<file path="config.mk">
export PLATFORM = sky130hd
export DESIGN_NAME = tex_spi_fetch
export DESIGN_NICKNAME = d
export VERILOG_FILES = /design/src/rtl/tex_spi_fetch.sv
export SDC_FILE = /design/constraint.sdc
export NUM_CORES = 1
export LEC_CHECK = 0
export CORE_MARGIN = 5
export CORE_UTILIZATION = 50
export CTS_BUF_LIST = sky130_fd_sc_hd__clkbuf_2
export CTS_CLUSTER_SIZE = 28
export DETAILED_ROUTE_END_ITERATION = 8
export PLACE_DENSITY_LB_ADDON = 0.05
export RECOVER_POWER = 25
export SYNTH_ARGS = -nofsm -noshare
export SYNTH_HDL_FRONTEND = slang
export SYNTH_SLANG_ARGS = --single-unit
</file>
<file path="constraint.sdc">
create_clock -name clk -period 2.02 [get_ports clk]
set_clock_uncertainty 0.2 [all_clocks]
set_input_delay 0.303 -clock clk [delete_from_list [all_inputs] [get_ports clk]]
set_output_delay 0.303 -clock clk [all_outputs]
set_load 0.02 [all_outputs]
</file>
<file path="src/rtl/tex_spi_fetch.sv">
// Texture-fetch controller: one Fast Read Dual Output (0x3B) SPI flash transaction
// per accepted texel address, returning a DATA_BITS-wide texel with a valid strobe.
module tex_spi_fetch #(
  parameter logic [7:0] CMD        = 8'h3B,
  parameter int         ADDR_W     = 24,
  parameter int         DUMMY_CLKS = 8,
  parameter int         DATA_BITS  = 6,
  parameter int         CS_GAP     = 2
) (
  input  logic                  clk,
  input  logic                  reset,
  input  logic                  req,
  input  logic [ADDR_W-1:0]     addr,
  output logic                  ready,
  output logic                  data_valid,
  output logic [DATA_BITS-1:0]  data,
  output logic                  spi_csb,
  output logic                  spi_sclk,
  output logic [2:0]            spi_io_out,
  output logic [2:0]            spi_io_oe,
  input  logic [2:0]            spi_io_in
);

  localparam int TX_W = 8 + ADDR_W;

  typedef enum logic [2:0] {
    S_IDLE,
    S_CMD,
    S_ADDR,
    S_DUMMY,
    S_DATA,
    S_GAP
  } state_t;

  state_t               state;
  logic                 phase_b;
  logic [7:0]           cnt;
  logic [TX_W-1:0]      tx_sh;
  logic [DATA_BITS-1:0] rx_sh;
  logic                 io0_out;
  logic                 io0_oe;
  logic                 unused_io2;

  // io2 is the flash WPn pin and stays driven high; io1 is input-only here.
  assign spi_io_out = {1'b1, 1'b0, io0_out};
  assign spi_io_oe  = {1'b1, 1'b0, io0_oe};
  assign unused_io2 = spi_io_in[2];

  // Each SCLK is phase A (sclk low, io0 updated on entry) then phase B (sclk high);
  // the edge closing phase B is the SCLK falling edge, where dual data is sampled.
  always_ff @(posedge clk) begin
    if (reset) begin
      state      <= S_IDLE;
      phase_b    <= 1'b0;
      cnt        <= '0;
      tx_sh      <= '0;
      rx_sh      <= '0;
      ready      <= 1'b1;
      data_valid <= 1'b0;
      data       <= '0;
      spi_csb    <= 1'b1;
      spi_sclk   <= 1'b0;
      io0_out    <= 1'b0;
      io0_oe     <= 1'b0;
    end else begin
      data_valid <= 1'b0;
      case (state)
        S_IDLE: begin
          if (req) begin
            state   <= S_CMD;
            ready   <= 1'b0;
            spi_csb <= 1'b0;
            io0_out <= CMD[7];
            io0_oe  <= 1'b1;
            tx_sh   <= {CMD[6:0], addr, 1'b0};
            phase_b <= 1'b0;
            cnt     <= '0;
          end
        end
        S_GAP: begin
          if (cnt == 8'(CS_GAP - 1)) begin
            state <= S_IDLE;
            ready <= 1'b1;
            cnt   <= '0;
          end else begin
            cnt <= cnt + 8'd1;
          end
        end
        default: begin
          if (!phase_b) begin
            phase_b  <= 1'b1;
            spi_sclk <= 1'b1;
          end else begin
            phase_b  <= 1'b0;
            spi_sclk <= 1'b0;
            cnt      <= cnt + 8'd1;
            if (state == S_CMD || state == S_ADDR) begin
              io0_out <= tx_sh[TX_W-1];
              tx_sh   <= tx_sh << 1;
            end
            if (state == S_CMD && cnt == 8'd7) begin
              state <= S_ADDR;
              cnt   <= '0;
            end else if (state == S_ADDR && cnt == 8'(ADDR_W - 1)) begin
              // io0 is released before the flash starts driving it
              state   <= S_DUMMY;
              cnt     <= '0;
              io0_oe  <= 1'b0;
              io0_out <= 1'b0;
            end else if (state == S_DUMMY && cnt == 8'(DUMMY_CLKS - 1)) begin
              state <= S_DATA;
              cnt   <= '0;
            end else if (state == S_DATA) begin
              rx_sh <= {rx_sh[DATA_BITS-3:0], spi_io_in[1:0]};
              if (cnt == 8'(DATA_BITS / 2 - 1)) begin
                state      <= S_GAP;
                cnt        <= '0;
                spi_csb    <= 1'b1;
                data_valid <= 1'b1;
                data       <= {rx_sh[DATA_BITS-3:0], spi_io_in[1:0]};
              end
            end
          end
        end
      endcase
    end
  end

endmodule

</file>
==> run_1/drive_strength.png <==
Scale bar: 20 µm.
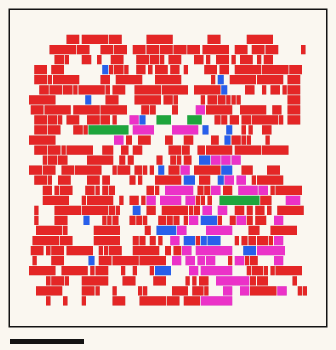
[drive 2] blue | cells: 23 | share: 6.0%
[drive 3 to 4] magenta | cells: 44 | share: 12%
[drive 1 or less] red | cells: 311 | share: 81%
[drive 6 and up] green | cells: 4 | share: 1.0%
Final Cell Area: 0.003611 mm²
Syn-to-layout area delta: 26.69%
Final WS setup: -131.0 ps

==> run_1/final_placement.png <==
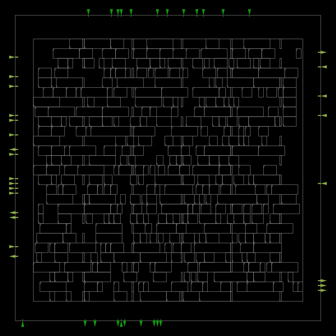
Core Rows: 27
core area: 0.005540 mm²
Seq area share: 32.92%
Non-Filler Instances: 454

==> run_1/met3.png <==
Scale bar: 20 µm.
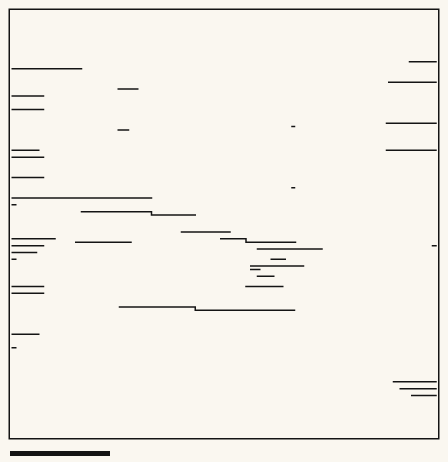
longest straight run: 27.8 µm
main direction: horizontal
share of all routed wire: 5.2%

==> impl_metrics.json, run 1 <==
{
  "status": "finished with violations",
  "violations": "setup timing",
  "comb_share_pct": 43.56,
  "inv_count": 6,
  "p_int_mw": 2.933,
  "ys_types": 46,
  "reg2reg_depth": 7,
  "min_period_ps": 2151,
  "logic_area_mm2": 0.001573,
  "required_ps": 2210,
  "vias": 2355,
  "final-max-slew-violation-count": 0,
  "dp_slack_ps": -193.7,
  "logic_gate_count": 226,
  "top_area_share_pct": 41.44,
  "synth_warnings": 0,
  "cap_viol_max_count": 0,
  "ir_drop_uv": 689.4,
  "cp_slowest_cell": "or4bb_4",
  "post_drt_wl_per_cell_um": 13.02,
  "min_path_type": "in -> reg",
  "clkSlewWorstSetupHoldPaths_ps": 160,
  "p_comb_mw": 2.23,
  "grt_usage_pct": 16.66,
  "ff_count": 59,
  "ys_ff": 59,
  "fmax_ghz": 0.4649,
  "syn_area_mm2": 0.002850,
  "fillers": 513,
  "holdWs_ps": 226.1,
  "holdPathStages": 3,
  "vias_per_cell": 5.187,
  "top_register": "tx_sh",
  "first_pass_iters": 4,
  "final-clk-cell-share_pct": 3.569,
  "setup_viol": 10,
  "dp_hpwl_mm": 4.098,
  "die_h_um": 85.50,
  "power_density_mw_per_mm2": 1313,
  "ys_seq_share_pct": 41.44,
  "ys_chip_area_mm2": 0.002850,
  "flop_area_mm2": 0.001189,
  "rsz0062_at_grt": "true",
  "power.leakage_nw": 1.504,
  "largest_register_ffs": 31,
  "r2r_end": "cnt[7]",
  "cp_num_buf_inv": 1,
  "cts-buffers-inserted": 9,
  "synthArstFlopShare_pct": 0,
  "p_sw_mw": 1.809,
  "synth.most_common_cell": "nor2_1",
  "synth_area_per_cell_um2": 9.020,
  "top_regs": "tx_sh x31, cnt x8, data x6",
  "p_comb_share_pct": 47.0,
  "routed_wl_mm": 5.911,
  "worstSetupPathType": "reg -> reg",
  "edf_count": 0,
  "critical-path-top-delay-family": "AND-OR/OR-AND gates",
  "die_w_um": 85.50,
  "die-area_mm2": 0.007310,
  "syn-instance-count": 316,
  "ys_cells": 316,
  "finalHoldViolations": 0,
  "drtIter0Drc": 95,
  "clock_power_share_pct": 17.6,
  "top_area_cell": "dfxtp_1",
  "clock_sinks": 59,
  "clkbuf_count": 10,
  "seq_cell_power_mw": 1.68,
  "warnings": 32,
  "grt_first_pass_wirelength_mm": 9.880,
  "clkLatencyLatePin_ps": 470,
  "maxPowerGroup": "combinational logic",
  "nNonClkBuffers": 75,
  "io_pins": 46,
  "initCoreUtil_pct": 51.45,
  "path_max_fanout": 6,
  "antenna_left": 0,
  "hold_end": "tx_sh[1]",
  "netlist_top_cells_count": "nor2_1, dfxtp_1, mux2i_1, a211oi_1, clkbuf_1",
  "diodes": 0,
  "finalClockPeriodUsage_pct": 106.5,
  "cts_tree": "yes",
  "finalWorstSetupSlack_ps": -131.0,
  "dominant_cells": "logic gates",
  "r2r_start": "cnt[1]",
  "synthTopCellsByArea": "dfxtp_1, mux2i_1, nor2_1, a211oi_1, xnor2_1",
  "drcViolationCount": 0,
  "clock-root-buffer": "clkbuf_2",
  "path_cells": "ha_4 > or4bb_4 > o31ai_4 > a211oi_2 > o41ai_4 > buf_4 > nor2_1",
  "grt_antenna_before_repair": 0,
  "portBuffers": 40,
  "cp.arrival_ps": 2340,
  "synth_top_flop_cell": "dfxtp_1",
  "lay_top_cells": "nor2_1, dfxtp_1, mux2i_1",
  "gp_congestion": 0.7658,
  "tap_cells": 72,
  "drive_above_1_share_pct": 18.59,
  "slowest_delay_ps": 480,
  "grt_pass1_vias": 2173,
  "worstHoldStart": "addr[0]",
  "p_seq_share_pct": 35.4,
  "switching_share_pct": 38.15,
  "grt.overflow.total": 0,
  "rrSetupSlack_ps": -130,
  "fin_nets": 410,
  "clockBufferDepth": 2,
  "final_core_util_pct": 65.18,
  "finalPower_mw": 4.741,
  "grt_max_degree": 33,
  "bufAreaShareNonClock_pct": 16.84,
  "cts_max_level": 3,
  "layout.cells.most_common": "nor2_1",
  "powerClk_uw": 835,
  "critPathLaunchType": "flop",
  "endpoint_kind": "flop"
}
[run 1: layer usage]
metal / share of wire (%) / GRT usage (%) / vias up
li1: - / - / 1232
met1: 49 / 22.01 / 1064
met2: 45 / 25.71 / 51
met3: 5.2 / 3.939 / 8
met4: 1.0 / 7.770 / 0
met5: 0 / 0 / -
[run 1: cells by family after synthesis]
family	count (synthesis)	share of synthesized area, %
buffers and inverters	33	5.663
multiplexers	35	12.29
XOR/XNOR	7	2.151
adder cells (fa/ha/maj)	3	1.317
AND-OR/OR-AND	62	16.46
other	2	0.2635
flip-flops	59	41.44
AND/OR/NAND/NOR	115	20.41
[run 1: worst max-delay path by stage]
stage,start,to,depth (start not counted)
after global routing,cnt[1],cnt[6],7
after CTS,cnt[1],cnt[6],7
final,cnt[1],cnt[7],7
after global placement,req,tx_sh[16],7
after detailed placement,req,tx_sh[20],7
after floorplan,cnt[2],cnt[1],6
[run 1: worst reg2reg max path: stages, from the launching register on]
cell and delay, ps:
dfxtp_4 390, ha_4 130, or4bb_4 480, o31ai_4 220
a211oi_2 90, o41ai_4 320, buf_4 200, nor2_1 50
[run 1: through the flow]
| stage | instance area (µm²) | TNS (ps) | cells |
|---|---|---|---|
| 2_1_floorplan | 2890 | -915.7 | 318 |
| 3_3_place_gp | 3482 | -4629 | 435 |
| 3_5_place_dp | 3482 | -4757 | 435 |
| 4_1_cts | 3655 | -973.4 | 453 |
| 5_1_grt | 3611 | -1769 | 454 |
| 6_report | 3611 | -1051 | 454 |
[run 1: what timing repair did]
item	CTS	global route
hold buffers	1	0
resized	5	12
setup buffers	1	1
pin swaps	4	0
hold endpoints to repair	9	0
endpoints found under the setup margin	11	29
==> run_1/pins.png <==
Scale bar: 20 µm. Pins as bars across the die edge, other pins in gray.
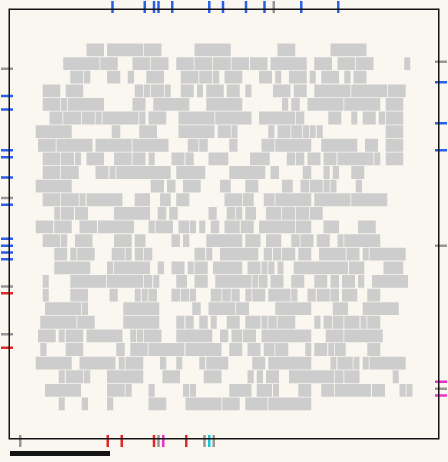

==> run 2, diff against run 1 <==
CELL_PAD_IN_SITES_DETAIL_PLACEMENT = 1   (was not set)
CELL_PAD_IN_SITES_GLOBAL_PLACEMENT = 2   (was not set)
CORE_UTILIZATION = 30   (was 50)
SKIP_CTS_REPAIR_TIMING = 1   (was not set)
==> run_2/pins.png <==
Scale bar: 20 µm. Pins as bars across the die edge, other pins in gray.
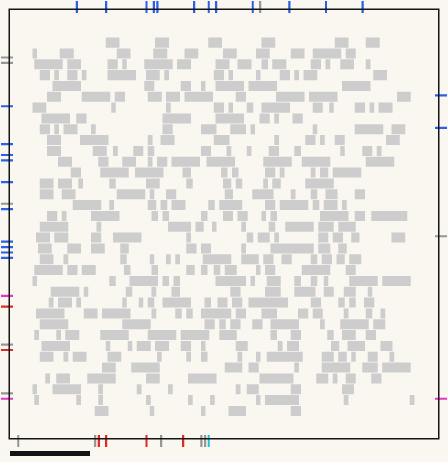
[addr] blue | pins: 24 | direction: input | edge: 12 north, 10 west, 2 east
[data] red | pins: 6 | direction: output | edge: 4 south, 2 west
[spi_csb] cyan | pins: 1 | direction: output | edge: south
[spi_io_oe] magenta | pins: 3 | direction: output | edge: 2 west, 1 east
all pins by edge: 19 west, 13 north, 10 south, 4 east

==> impl_metrics.json, run 2 <==
{
  "stdcell_area_mm2": 0.003719,
  "finalClockPeriodUsage_pct": 104.9,
  "fmax_ghz": 0.4720,
  "status": "finished with violations",
  "cts-buffers-inserted": 9,
  "portBuffers": 40,
  "dp_slack_ps": -171.4,
  "power_density_mw_per_mm2": 1312,
  "holdWs_ps": 186.0,
  "critical-path-top-delay-family": "AND-OR/OR-AND gates",
  "synth_warnings": 0,
  "grt_pass1_vias": 2465,
  "power.leakage_nw": 1.502,
  "slowest_delay_ps": 600,
  "clockBufferDepth": 2,
  "warnings": 31,
  "grt_max_degree": 62,
  "fin_nets": 416,
  "required_ps": 2210,
  "setup_viol": 9,
  "drtIter0Drc": 53,
  "core-area_mm2": 0.009240,
  "vias_per_cell": 4.724,
  "edf_count": 0,
  "synthArstFlopShare_pct": 0,
  "path_cells": "or4_4 > o31ai_4 > a211oi_2 > o41ai_4 > buf_6 > nor2_1",
  "clkLatencyLatePin_ps": 490,
  "synth.most_common_cell": "nor2_1",
  "endpoint_kind": "flop",
  "vias": 2433,
  "violations": "setup timing",
  "syn_area_mm2": 0.002850,
  "top_area_share_pct": 41.44,
  "p_comb_share_pct": 51.3,
  "post_drt_wl_per_cell_um": 14.69,
  "top_area_cell": "dfxtp_1",
  "clock_power_share_pct": 14.2,
  "synth_top_flop_cell": "dfxtp_1",
  "netlist_top_cells_count": "nor2_1, dfxtp_1, mux2i_1, a211oi_1, clkbuf_1",
  "p_seq_share_pct": 34.5,
  "finalWorstSetupSlack_ps": -98.59,
  "grt_usage_pct": 13.16,
  "path_max_fanout": 8,
  "ir_drop_uv": 395.4,
  "synthTopCellsByArea": "dfxtp_1, mux2i_1, nor2_1, a211oi_1, xnor2_1",
  "clock_sinks": 59,
  "drive_above_1_share_pct": 19.69,
  "routed_wl_mm": 7.567,
  "diodes": 0,
  "ys_cells": 316,
  "fillers": 1081,
  "grt_first_pass_wirelength_mm": 12.10,
  "area_delta_synth_final_pct": 30.47,
  "gp_congestion": 0.7685,
  "largest_register_ffs": 31,
  "logic_area_mm2": 0.001584,
  "finalSetupTns_ps": -723.0,
  "dp_hpwl_mm": 5.010,
  "cp_num_buf_inv": 1,
  "final_core_util_pct": 40.24,
  "syn-instance-count": 316,
  "cap_viol_max_count": 0,
  "initCoreUtil_pct": 30.85,
  "synth_area_per_cell_um2": 9.020,
  "cts_tree": "yes"
}
==> run_2/drive_strength.png <==
Scale bar: 20 µm.
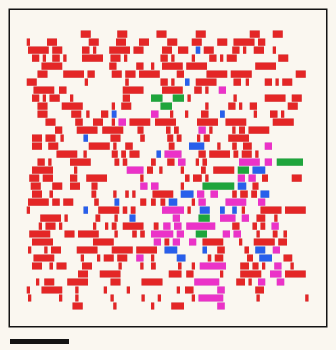
[drive 3 to 4] magenta | cells: 45 | share: 12%
[drive 1 or less] red | cells: 310 | share: 80%
[drive 2] blue | cells: 23 | share: 6.0%
[drive 6 and up] green | cells: 8 | share: 2.1%

==> run 2: cell types whose count changed in the layout (fill, tap and decap cells not counted), moves of 2 or more <==
| cell | before | now |
|---|---|---|
| buf_6 | 2 | 6 |
| buf_4 | 31 | 33 |
| clkbuf_1 | 9 | 12 |
| clkdlybuf4s50_1 | 29 | 27 |
| clkbuf_2 | 11 | 9 |
==> run 2: final timing paths <==
check | start | end | slack, ps | cells past startpoint
setup / recovery | cnt[3] | cnt[7] | -100 | 6
hold reg to reg | tx_sh[1] | tx_sh[1] | 280 | 2
hold / removal | addr[0] | tx_sh[1] | 190 | 3
setup reg to reg | cnt[3] | cnt[7] | -100 | 6
==> run 2: area by class of cell <==
type | count | area share, %
multi-input cells | 226 | 42.60
flip-flops and latches | 59 | 31.96
repair buffers | 81 | 18.03
well taps | 129 | 4.341
clock inverters | 5 | 1.245
clock buffers | 9 | 1.211
inverters | 6 | 0.6057
==> run 2: per-layer routing <==
metal  track usage, %  routed length [µm]  up-vias
met2            20.29                3530       36
met4            4.058                  59        0
met3            4.859                 309        6
li1                 -                   -     1238
met1            17.11                3667     1153
met5                0                   0        -
==> run 2: cells by family after synthesis <==
logic type	Yosys count	share of synthesized area (%)
compound gates	62	16.46
xor+xnor	7	2.151
fa+ha+maj	3	1.317
buf+inv	33	5.663
flops	59	41.44
mux	35	12.29
other cells	2	0.2635
simple gates	115	20.41
==> run 2: power groups by stage <==
stage / Combinational [mW] / Clock [mW] / Sequential, mW
final: 2.50 / 0.692 / 1.69
after global routing: 2.80 / 0.783 / 1.73
after CTS: 2.32 / 0.729 / 1.69
after detailed placement: 2.30 / 0 / 1.72
after global placement: 2.25 / 0 / 1.71
after floorplan: 1.58 / 0 / 1.71
==> run 3, diff against run 2 <==
CAP_MARGIN = 0   (was not set)
==> run_3/metal_stack.png <==
Scale bar: 20 µm.
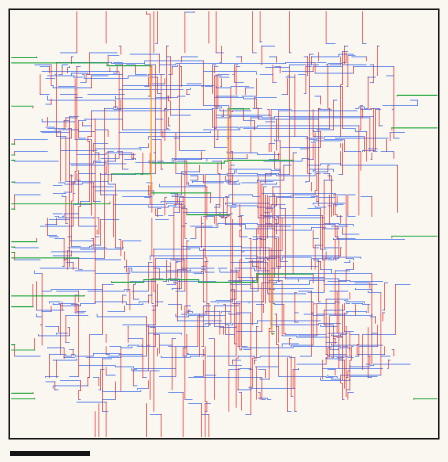
[met2] red | wire length: 3530 µm
[met1] blue | wire length: 3670 µm
[met4] orange | wire length: 59.8 µm
[met3] green | wire length: 310 µm
gr usage total: 13.16%
final WL: 7.567 mm

==> impl_metrics.json, run 3 <==
{
  "status": "finished with violations",
  "violations": "setup timing",
  "synthArstFlopShare_pct": 0,
  "path_max_fanout": 8,
  "holdPathStages": 3,
  "clkLatencyLatePin_ps": 490,
  "worstSetupPathType": "reg -> reg",
  "diodes": 0,
  "syn_area_mm2": 0.002850,
  "crit_start": "cnt[3]",
  "fin_nets": 416,
  "critPathLaunchType": "flop",
  "clock_sinks": 59,
  "cts-buffers-inserted": 9,
  "power_density_mw_per_mm2": 1312,
  "rsz0062_at_grt": "true",
  "cts_max_level": 3,
  "finalPower_mw": 4.880,
  "top_area_cell": "dfxtp_1",
  "hold_end": "tx_sh[1]",
  "required_ps": 2210,
  "worstHoldStart": "addr[0]",
  "critical-path-top-delay-family": "AND-OR/OR-AND gates",
  "post_drt_wl_per_cell_um": 14.69,
  "grt_pass1_vias": 2465,
  "synth_warnings": 0,
  "initCoreUtil_pct": 30.85,
  "fin_cells": 515,
  "core-area_mm2": 0.009240,
  "drive_above_1_share_pct": 19.69,
  "edf_count": 0,
  "ys_cells": 316,
  "vias": 2433,
  "cts_tree": "yes",
  "io_pins": 46,
  "portBuffers": 40,
  "setup_viol": 9,
  "cp.depth": 6,
  "fmax_ghz": 0.4720,
  "cp_num_buf_inv": 1,
  "netlist_top_cells_count": "nor2_1, dfxtp_1, mux2i_1, a211oi_1, clkbuf_1",
  "vias_per_cell": 4.724,
  "grt_first_pass_wirelength_mm": 12.10,
  "die_w_um": 107.5,
  "final-max-slew-violation-count": 0,
  "gp_congestion": 0.7685,
  "final_core_util_pct": 40.24,
  "slowest_delay_ps": 600,
  "finalWorstSetupSlack_ps": -98.59,
  "path_cells": "or4_4 > o31ai_4 > a211oi_2 > o41ai_4 > buf_6 > nor2_1",
  "lay_top_cells": "nor2_1, dfxtp_1, mux2i_1",
  "r2r_start": "cnt[3]",
  "rrSetupSlack_ps": -100,
  "dp_hpwl_mm": 5.010,
  "clkSlewWorstSetupHoldPaths_ps": 160,
  "clockBufferDepth": 2,
  "ir_drop_uv": 395.4,
  "reg2reg_depth": 6,
  "ys_chip_area_mm2": 0.002850,
  "grt_max_degree": 62,
  "dp_cells": 495,
  "syn-instance-count": 316,
  "synth_top_flop_cell": "dfxtp_1",
  "finalClockPeriodUsage_pct": 104.9,
  "top_area_share_pct": 41.44,
  "synth_area_per_cell_um2": 9.020,
  "cp_slowest_cell": "or4_4",
  "top_regs": "tx_sh x31, cnt x8, data x6",
  "core.rowCount": 35,
  "min_path_type": "in -> reg",
  "warnings": 31,
  "antenna_left": 0,
  "power.leakage_nw": 1.502,
  "synthTopCellsByArea": "dfxtp_1, mux2i_1, nor2_1, a211oi_1, xnor2_1",
  "synth.most_common_cell": "nor2_1",
  "cap_viol_max_count": 0,
  "drtIter0Drc": 53,
  "ys_seq_share_pct": 41.44,
  "largest_register_ffs": 31,
  "grt.overflow.total": 0,
  "area_delta_synth_final_pct": 30.47,
  "endpoint_kind": "flop",
  "r2r_end": "cnt[7]",
  "ys_ff": 59,
  "dp_slack_ps": -171.4
}
==> run_3/met3.png <==
Scale bar: 20 µm.
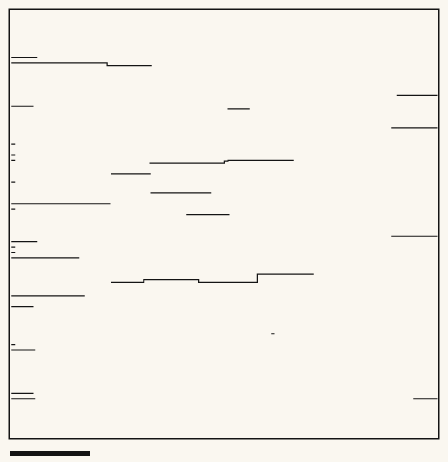
nets with wire on the layer: 25
share of all routed wire: 4.1%
main direction: horizontal
wire length on this layer: 310 µm

## run 3: cell counts after synthesis
Identical to the previous run, type by type.
## run 3: kinds of logic after synthesis
kind of cell,after synthesis,share of synthesized area [%]
buffers and inverters,33,5.663
XOR/XNOR,7,2.151
multiplexers,35,12.29
other,2,0.2635
AND-OR/OR-AND,62,16.46
AND/OR/NAND/NOR,115,20.41
adder cells (fa/ha/maj),3,1.317
flip-flops,59,41.44
## run 3: tightest hold or removal path, cell delays in order
cell,delay [ps]
clkdlybuf4s50_1,410
nand3_1,70
a21oi_1,60
## run 3: metal layers
metal / GRT usage [%] / vias to the layer above / wire length (µm)
met5: 0 / - / 0
met4: 4.058 / 0 / 59
met1: 17.11 / 1153 / 3667
met3: 4.859 / 6 / 309
met2: 20.29 / 36 / 3530
li1: - / 1238 / -
## run 3: through the flow
step	area (µm²)	hold WS [ps]	setup TNS (ps)
after floorplan	2890	245.5	-915.7
after global placement	3588	262.0	-4113
after detailed placement	3588	267.4	-5488
after CTS	3680	-154.7	-1664
after global routing	3719	173.0	-1527
final	3719	186.0	-723.0
## run 3: power by group
part	internal, mW	switching (mW)	leakage, nW
clock	0.259	0.433	0.0601
combinational	1.15	1.35	0.956
sequential	1.50	0.183	0.486
## run 3: area by class of cell
| cell class | count | area, µm² |
|---|---|---|
| clock buffers | 9 | 45.04 |
| flip-flops and latches | 59 | 1189 |
| inverters | 6 | 22.52 |
| fillers | 1081 | 5522 |
| well taps | 129 | 161.4 |
| multi-input cells | 226 | 1584 |
| clock inverters | 5 | 46.29 |
| repair buffers | 81 | 670.6 |
## run 3: worst max path at each step
stage                          end  slack, ps
after floorplan             cnt[1]       -130
after global placement      cnt[1]       -140
after detailed placement  tx_sh[5]       -170
after CTS                   cnt[7]       -180
after global routing        cnt[7]       -180
final                       cnt[7]       -100
No activity file was given, so power comes from the tool's default toggle rates.
